### config.mk
export PLATFORM = sky130hd
export DESIGN_NAME = instr_fetch
export DESIGN_NICKNAME = d
export VERILOG_FILES = /design/src/rtl/fetch_pkg.sv /design/src/rtl/fetch_timer.sv /design/src/rtl/instr_fetch.sv
export SDC_FILE = /design/constraint.sdc
export NUM_CORES = 1
export LEC_CHECK = 0
export CORE_MARGIN = 3
export CORE_UTILIZATION = 33
export CTS_CLUSTER_SIZE = 30
export DETAILED_ROUTE_END_ITERATION = 12
export PLACE_DENSITY = 0.79
export SLEW_MARGIN = 25
export SYNTH_ARGS = -nofsm -noshare
export SYNTH_HDL_FRONTEND = slang
export SYNTH_SLANG_ARGS = --single-unit
### constraint.sdc
create_clock -name clk -period 1.65 [get_ports clk]
set_clock_uncertainty 0.2 [all_clocks]
set_input_delay 0.2475 -clock clk [delete_from_list [all_inputs] [get_ports clk]]
set_output_delay 0.2475 -clock clk [all_outputs]
set_load 0.02 [all_outputs]
### src/rtl/fetch_pkg.sv
// fetch_pkg: shared definitions for the instruction fetch unit.
//   fetch_state_e   - fetch FSM states
//   DEFAULT_BITS    - default address / instruction width
//   DEFAULT_TIMEOUT - default number of cycles to wait for a memory response
package fetch_pkg;

   typedef enum logic [2:0] {
      S_IDLE  = 3'd0,
      S_REQ   = 3'd1,
      S_WAIT  = 3'd2,
      S_DONE  = 3'd3,
      S_FAULT = 3'd4
   } fetch_state_e;

   localparam int DEFAULT_BITS    = 32;
   localparam int DEFAULT_TIMEOUT = 255;

endpackage : fetch_pkg

### src/rtl/fetch_timer.sv
// fetch_timer: response wait counter for the fetch unit.
//   clk     - clock
//   rst     - asynchronous active-high reset, clears the count
//   clear   - zero the count (takes priority over enable)
//   enable  - count one cycle spent waiting
//   expired - the current waiting cycle is the TIMEOUT-th one
module fetch_timer
   import fetch_pkg::*;
#(
   parameter int TIMEOUT = DEFAULT_TIMEOUT
) (
   input  logic clk,
   input  logic rst,
   input  logic clear,
   input  logic enable,
   output logic expired
);

   localparam int CNT_W = $clog2(TIMEOUT + 1);

   logic [CNT_W-1:0] count_q;
   logic [CNT_W-1:0] count_d;

   // The count holds the number of waiting cycles already completed, so
   // the TIMEOUT-th cycle is the one where the count reads TIMEOUT-1.
   assign expired = (count_q >= CNT_W'(TIMEOUT - 1));

   always_comb begin
      count_d = count_q;
      if (clear) begin
         count_d = '0;
      end else if (enable && !expired) begin
         count_d = count_q + 1'b1;
      end
   end

   always_ff @(posedge clk or posedge rst) begin
      if (rst) begin
         count_q <= '0;
      end else begin
         count_q <= count_d;
      end
   end

endmodule : fetch_timer

### src/rtl/instr_fetch.sv
// instr_fetch: single-outstanding instruction fetch unit.
//   clk, rst            - clock, asynchronous active-high reset
//   pc                  - fetch address from the program counter
//   stall               - holds the program counter while high
//   hold                - decode not ready (backpressure)
//   instr, instr_valid  - fetched word and its valid flag
//   fault               - sticky fetch fault (misaligned pc, bus error, timeout)
//   imem_req_*          - read request handshake and address
//   imem_rsp_*          - read response valid, data and bus error
module instr_fetch
   import fetch_pkg::*;
#(
   parameter int BITS    = DEFAULT_BITS,
   parameter int TIMEOUT = DEFAULT_TIMEOUT
) (
   input  logic            clk,
   input  logic            rst,
   input  logic [BITS-1:0] pc,
   output logic            stall,
   input  logic            hold,
   output logic [BITS-1:0] instr,
   output logic            instr_valid,
   output logic            fault,
   output logic            imem_req_valid,
   input  logic            imem_req_ready,
   output logic [BITS-1:0] imem_addr,
   input  logic            imem_rsp_valid,
   input  logic [BITS-1:0] imem_rsp_data,
   input  logic            imem_rsp_err
);

   fetch_state_e    state_q, state_d;
   logic [BITS-1:0] instr_q, instr_d;
   logic            instr_valid_q, instr_valid_d;
   logic            fault_q, fault_d;

   logic            pc_aligned;
   logic            req_active;
   logic            timer_expired;

   assign pc_aligned = (pc[1:0] == 2'b00);

   // The program counter advances on the same edge that enters REQ, so the
   // request is decoded from the live pc rather than a registered copy.
   // A misaligned pc never raises a request; the FSM leaves for FAULT.
   assign req_active     = (state_q == S_REQ) && pc_aligned;
   assign imem_req_valid = req_active;
   assign imem_addr      = req_active ? pc : '0;

   assign stall       = !((state_q == S_DONE) && !hold);
   assign instr       = instr_q;
   assign instr_valid = instr_valid_q;
   assign fault       = fault_q;

   fetch_timer #(
      .TIMEOUT(TIMEOUT)
   ) u_timer (
      .clk    (clk),
      .rst    (rst),
      .clear  (req_active && imem_req_ready),
      .enable (state_q == S_WAIT),
      .expired(timer_expired)
   );

   always_comb begin
      state_d = state_q;
      instr_d = instr_q;
      case (state_q)
         S_IDLE: state_d = S_REQ;
         S_REQ: begin
            if (!pc_aligned) begin
               state_d = S_FAULT;
            end else if (imem_req_ready) begin
               state_d = S_WAIT;
            end
         end
         S_WAIT: begin
            // A response in the last allowed cycle still wins over the timeout.
            if (imem_rsp_valid) begin
               if (imem_rsp_err) begin
                  state_d = S_FAULT;
               end else begin
                  instr_d = imem_rsp_data;
                  state_d = S_DONE;
               end
            end else if (timer_expired) begin
               state_d = S_FAULT;
            end
         end
         S_DONE: begin
            if (!hold) begin
               state_d = S_REQ;
            end
         end
         S_FAULT: state_d = S_FAULT;
         default: state_d = S_IDLE;
      endcase
      instr_valid_d = (state_d == S_DONE);
      fault_d       = (state_d == S_FAULT);
   end

   always_ff @(posedge clk or posedge rst) begin
      if (rst) begin
         state_q       <= S_IDLE;
         instr_q       <= '0;
         instr_valid_q <= 1'b0;
         fault_q       <= 1'b0;
      end else begin
         state_q       <= state_d;
         instr_q       <= instr_d;
         instr_valid_q <= instr_valid_d;
         fault_q       <= fault_d;
      end
   end

endmodule : instr_fetch

### Supply network, run 1

(4 px per µm) Pins as bars on the die edge. Tap cells in gray.
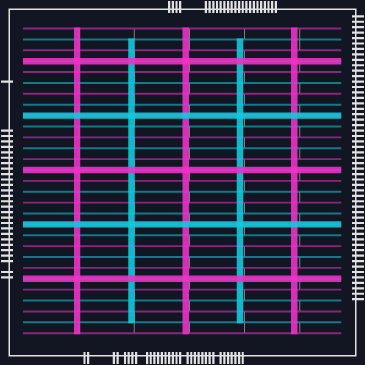
legend:
  VSS:
    color: magenta
  VDD:
    color: cyan
tap cells: 75
signal pins: 138
met4 straps: 5
met1 rails: 29

### Metal layers overlaid, run 1

(6 px per µm)
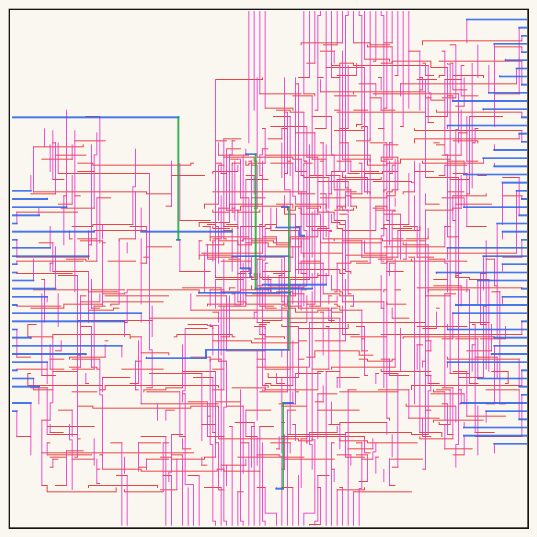
legend:
  M3:
    color: blue
    wire_length: 592 µm
  M1:
    color: red
    wire_length: 2730 µm
  M2:
    color: magenta
    wire_length: 3950 µm
  M4:
    color: green
    wire_length: 80.9 µm

==> run notes, run 1 <==
### Clock network
- post-cts resize count: 201
- master cell of the clock root buffer: sky130_fd_sc_hd__clkbuf_8
- CTS tree: yes
- number of buffers between clock root and the deepest sink: 2
- CTS clk-pin slew, worst paths: 0.08 ns
- setup fix buffers added after clock tree synthesis: 6
- number of H-tree levels: 2
- post-cts hold buffer count: 1

### Final layout
- Non-clk bufs: 178
- share of cells above drive strength 1: 45.58%
- count of placed standard cells in the final layout, fillers left out: 426
- n_diodes: 0
- Non-clock buffering overhead: 42.65%
- most common cell after layout, fill and taps aside: sky130_fd_sc_hd__clkdlybuf4s50_1
- Layout Nets: 422
- multi-input combinational gate total: 116

### Global route
- global-route wire length before repair: 9777 µm
- met3 GRT Util: 5.989%
- Total GRT Usage: 16.44%
- routing usage on met1: 19.34%

### Floorplan
- Die Span Y: 86.24 µm
- die area: 7436 µm²
- core region area: 6061 µm²

### Hold path
- origin of the worst min-delay path: instr[14]$_DFFE_PP0P_

### Route
- via count of the routed design: 2068
- count of TritonRoute iterations in the first routing pass: 4
- count of antenna-violating nets left after detailed routing: 0
- average routed wire per standard cell: 17.25 µm

### Final timing
- setup repair after global routing missed its margin: true
- Final period util: 118.4%
- setup-violating endpoint count in the final report: 69
- slack of the critical path: -0.3030 ns

### Pwr
- power group with the largest share: combinational logic
- power drawn by the clock network: 0.000834 W
- Net Sw Frac: 36.42%
- Clock power frac: 15.3%
- areal power density over the cells: 1286 nW/µm²
- sequential-cell power consumption: 0.00187 W

### Logic synthesis
- mean post-synth cell area: 12.28 µm²
- Synth Register Bits: 45
- post-synthesis cell count from yosys: 173
- fraction of synthesized cell area in xor and xnor cells: 0.4122%
- number of distinct standard cells referenced by the synthesized netlist: 31
- synth warn: 0
- most instantiated cells after synthesis: 45 x sky130_fd_sc_hd__dfrtp_1, 33 x sky130_fd_sc_hd__mux2_2, 31 x sky130_fd_sc_hd__and2_1

### Placement
- area after detailed placement: 3739 µm²

### Outcome
- failing checks: negative setup slack
- run status: finished with violations

### Setup path
- Crit. Startpoint: state_q[2]$_DFF_PP0_
- highest cell delay on the worst timing path: 0.43 ns
- length in cells of the worst reg-to-reg path: 6
- source of the worst register-to-register timing path: state_q[2]$_DFF_PP0_
- kind of critical path: reg2out
- worst path bufs/invs: 1

### Job
- count of warning messages emitted by the tools: 30

### Clock wiring as the flow saved it, run 1

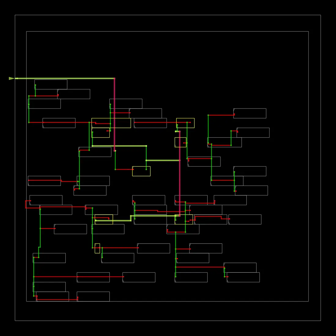
total number of clock tree sinks: 45
number of clock buffers inserted by TritonCTS: 5
insertion delay to the later sink of the worst-skew pair: 0.30 ns
total number of sequential cells: 45

==> inputs of run 2 (changes only) <==
- CTS_CLUSTER_SIZE: 30 -> 14
### Sequential cells grouped by signal name, run 2

(6 px per µm) Other sequential cells in the stronger gray, the rest of the logic in the fainter gray.
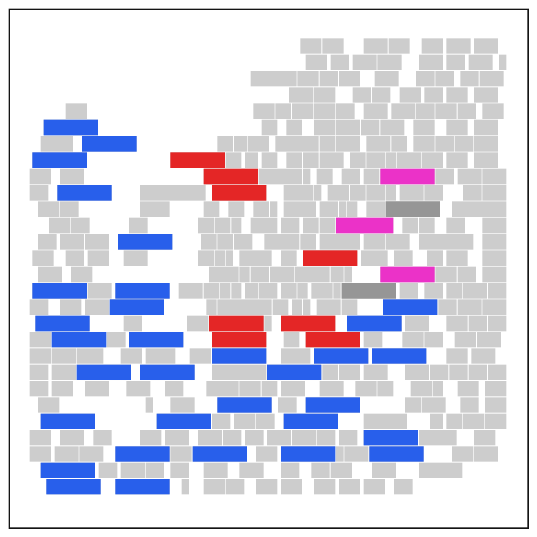
legend:
  instr:
    color: blue
    placed_flops: 32
  u_timer.count_q:
    color: red
    placed_flops: 8
    where: center
  state_q:
    color: magenta
    placed_flops: 3
not colored: 2
sequential cell area: 1127 µm²
final cell utilization of the core: 69.80%

### Metal layers overlaid, run 2

(6 px per µm)
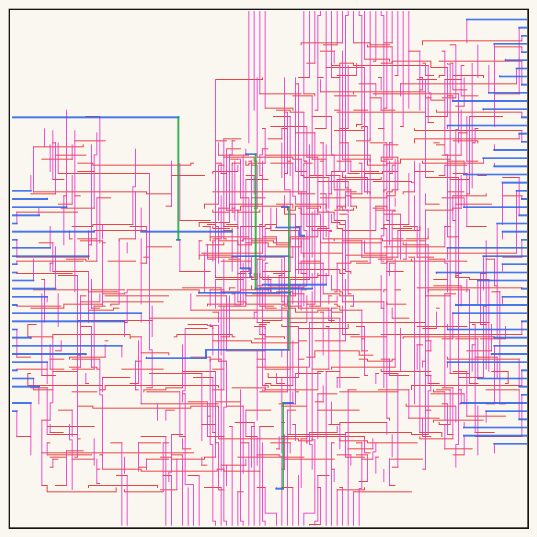
legend:
  M2:
    color: magenta
    wire_length: 3950 µm
  M4:
    color: green
    wire_length: 80.9 µm
  M3:
    color: blue
    wire_length: 592 µm
  M1:
    color: red
    wire_length: 2730 µm
Total GRT Usage: 16.44%
via count of the routed design: 2068

### Local utilization, run 2

(4 px per µm) 9 x 9 tiles, from white (low) to dark blue (high), 0 to 100% covered.
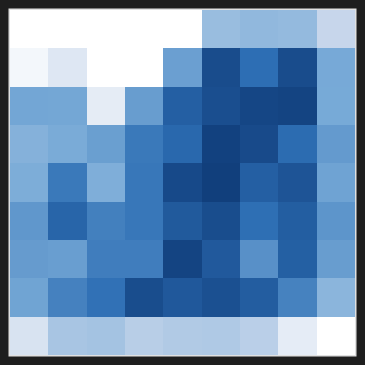
mean over tiles: 56%
nearly empty tiles: 9.9%
fullest tile: 94%
emptiest ninth of the die: north-west
tiles over 75% full: 31%
initial standard-cell utilization of the core: 35.05%
core region area: 6061 µm²

==> run 2 against run 1 <==
Net effect:
- the run still ends with negative setup slack left
- design area stayed put
- final cell count stayed put
- wire length stayed put
- combinational power hardly changed
- maximum frequency stayed put
- worst setup slack stayed put
- die area stayed put
- largest cell class unchanged
==> run notes, run 2 <==
### Clock network
- CTS tree: yes
- CTS clk-pin slew, worst paths: 0.08 ns, about the same
- number of clock buffers inserted by TritonCTS: 5, unchanged
- post-cts hold buffer count: 1, unchanged
- master cell of the clock root buffer: sky130_fd_sc_hd__clkbuf_8
- setup fix buffers added after clock tree synthesis: 6, unchanged
- total number of clock tree sinks: 45, unchanged
- insertion delay to the later sink of the worst-skew pair: 0.30 ns, about the same
- post-cts resize count: 201, unchanged
- number of H-tree levels: 2, unchanged
- number of buffers between clock root and the deepest sink: 2, unchanged

### Floorplan
- std cell rows: 28
- Die Span Y: 86.24 µm, unchanged
- number of well-tap cells placed: 75
- Die Span X: 86.24 µm
- # IOs: 138
- die area: 7436 µm², unchanged

### Logic synthesis
- most instantiated cells after synthesis: 45 x sky130_fd_sc_hd__dfrtp_1, 33 x sky130_fd_sc_hd__mux2_2, 31 x sky130_fd_sc_hd__and2_1
- top cell type by total area after synthesis: sky130_fd_sc_hd__dfrtp_1
- fraction of synthesized cell area in xor and xnor cells: 0.4122%, unchanged
- Synth Register Bits: 45, unchanged
- largest cells by area after synthesis: sky130_fd_sc_hd__dfrtp_1 53%, sky130_fd_sc_hd__mux2_2 17%, sky130_fd_sc_hd__and2_1 9.1%, sky130_fd_sc_hd__o21ai_0 1.6%, sky130_fd_sc_hd__buf_6 1.6%
- largest combinational cell category by area: multiplexers
- Simple-Gate Fraction of Synth Area: 17.37%
- post-synthesis cell count from yosys: 173, unchanged
- synth warn: 0, unchanged
- number of distinct standard cells referenced by the synthesized netlist: 31, unchanged
- Chip Area, Yosys: 2125 µm²
- dominant synthesized flop cell: sky130_fd_sc_hd__dfrtp_1
- area share, top type: 53.00%
- mean post-synth cell area: 12.28 µm², unchanged

### Global route
- global routing usage on met2: 28.87%
- maximum number of pins on one net before global-route repair: 42
- met3 GRT Util: 5.989%, unchanged
- vias in the first global route: 2036
- global-route wire length before repair: 9777 µm, unchanged
- leftover overflow at the end of global routing: 0
- routing usage on met1: 19.34%, unchanged

### Final layout
- relative area of clock buffers and inverters in the final design: 2.632%
- summed area of non-filler cells in the final layout: 4230 µm²
- most common cell after layout, fill and taps aside: sky130_fd_sc_hd__clkdlybuf4s50_1
- fill cell total of the finished layout: 433
- multi-input combinational gate total: 116, unchanged
- share of cells above drive strength 1: 45.58%, unchanged
- Non-clk bufs: 178, unchanged
- total number of sequential cells: 45, unchanged
- count of placed standard cells in the final layout, fillers left out: 426, unchanged
- Non-clock buffering overhead: 42.65%, unchanged
- Layout Nets: 422, unchanged
- n_diodes: 0, unchanged
- sequential fraction of total cell area: 26.65%

### Route
- routed length on met3: 591 µm
- average routed wire per standard cell: 17.25 µm, unchanged
- total routed wirelength: 7350 µm
- highest metal layer used by the detailed router: met4
- per-cell via count in the routed design: 4.854
- count of TritonRoute iterations in the first routing pass: 4, unchanged
- # DRC: 0
- met1 layer wirelength in the final routing: 2727 µm
- count of antenna-violating nets left after detailed routing: 0, unchanged

### Outcome
- run status: finished with violations
- failing checks: negative setup slack

### Setup path
- depth of the critical timing path with buffers and inverters included: 3
- kind of critical path: reg2out
- source of the worst register-to-register timing path: state_q[2]$_DFF_PP0_
- Crit. End Element: output port
- highest cell delay on the worst timing path: 0.43 ns, about the same
- Crit. Startpoint: state_q[2]$_DFF_PP0_
- length in cells of the worst reg-to-reg path: 6, unchanged
- Max FO, Critical Path: 3
- worst path bufs/invs: 1, unchanged

### Hold path
- origin of the worst min-delay path: instr[14]$_DFFE_PP0P_
- endpoint with the worst hold slack: instr[14]$_DFFE_PP0P_

### Pwr
- power drawn by the clock network: 0.000834 W, about the same
- sequential-cell power consumption: 0.00187 W, about the same
- Clock power frac: 15.3%, about the same
- Net Sw Frac: 36.42%, unchanged
- areal power density over the cells: 1286 nW/µm², unchanged
- switching power summed over all nets: 0.001981 W
- worst IR drop on VDD: 0.8959 mV
- power group with the largest share: combinational logic

### Placement
- DP Cell Count: 400
- pre-CTS setup slack: -0.7629 ns
- area after detailed placement: 3739 µm², unchanged

### Final timing
- setup repair after global routing missed its margin: true
- Final period util: 118.4%, unchanged
- setup-violating endpoint count in the final report: 69, unchanged
- final-layout worst hold slack: 0.3060 ns
- slack of the critical path: -0.3030 ns, unchanged

### Job
- count of warning messages emitted by the tools: 30, unchanged

Power figures rest on the tool's default switching activity, not on a simulated workload.
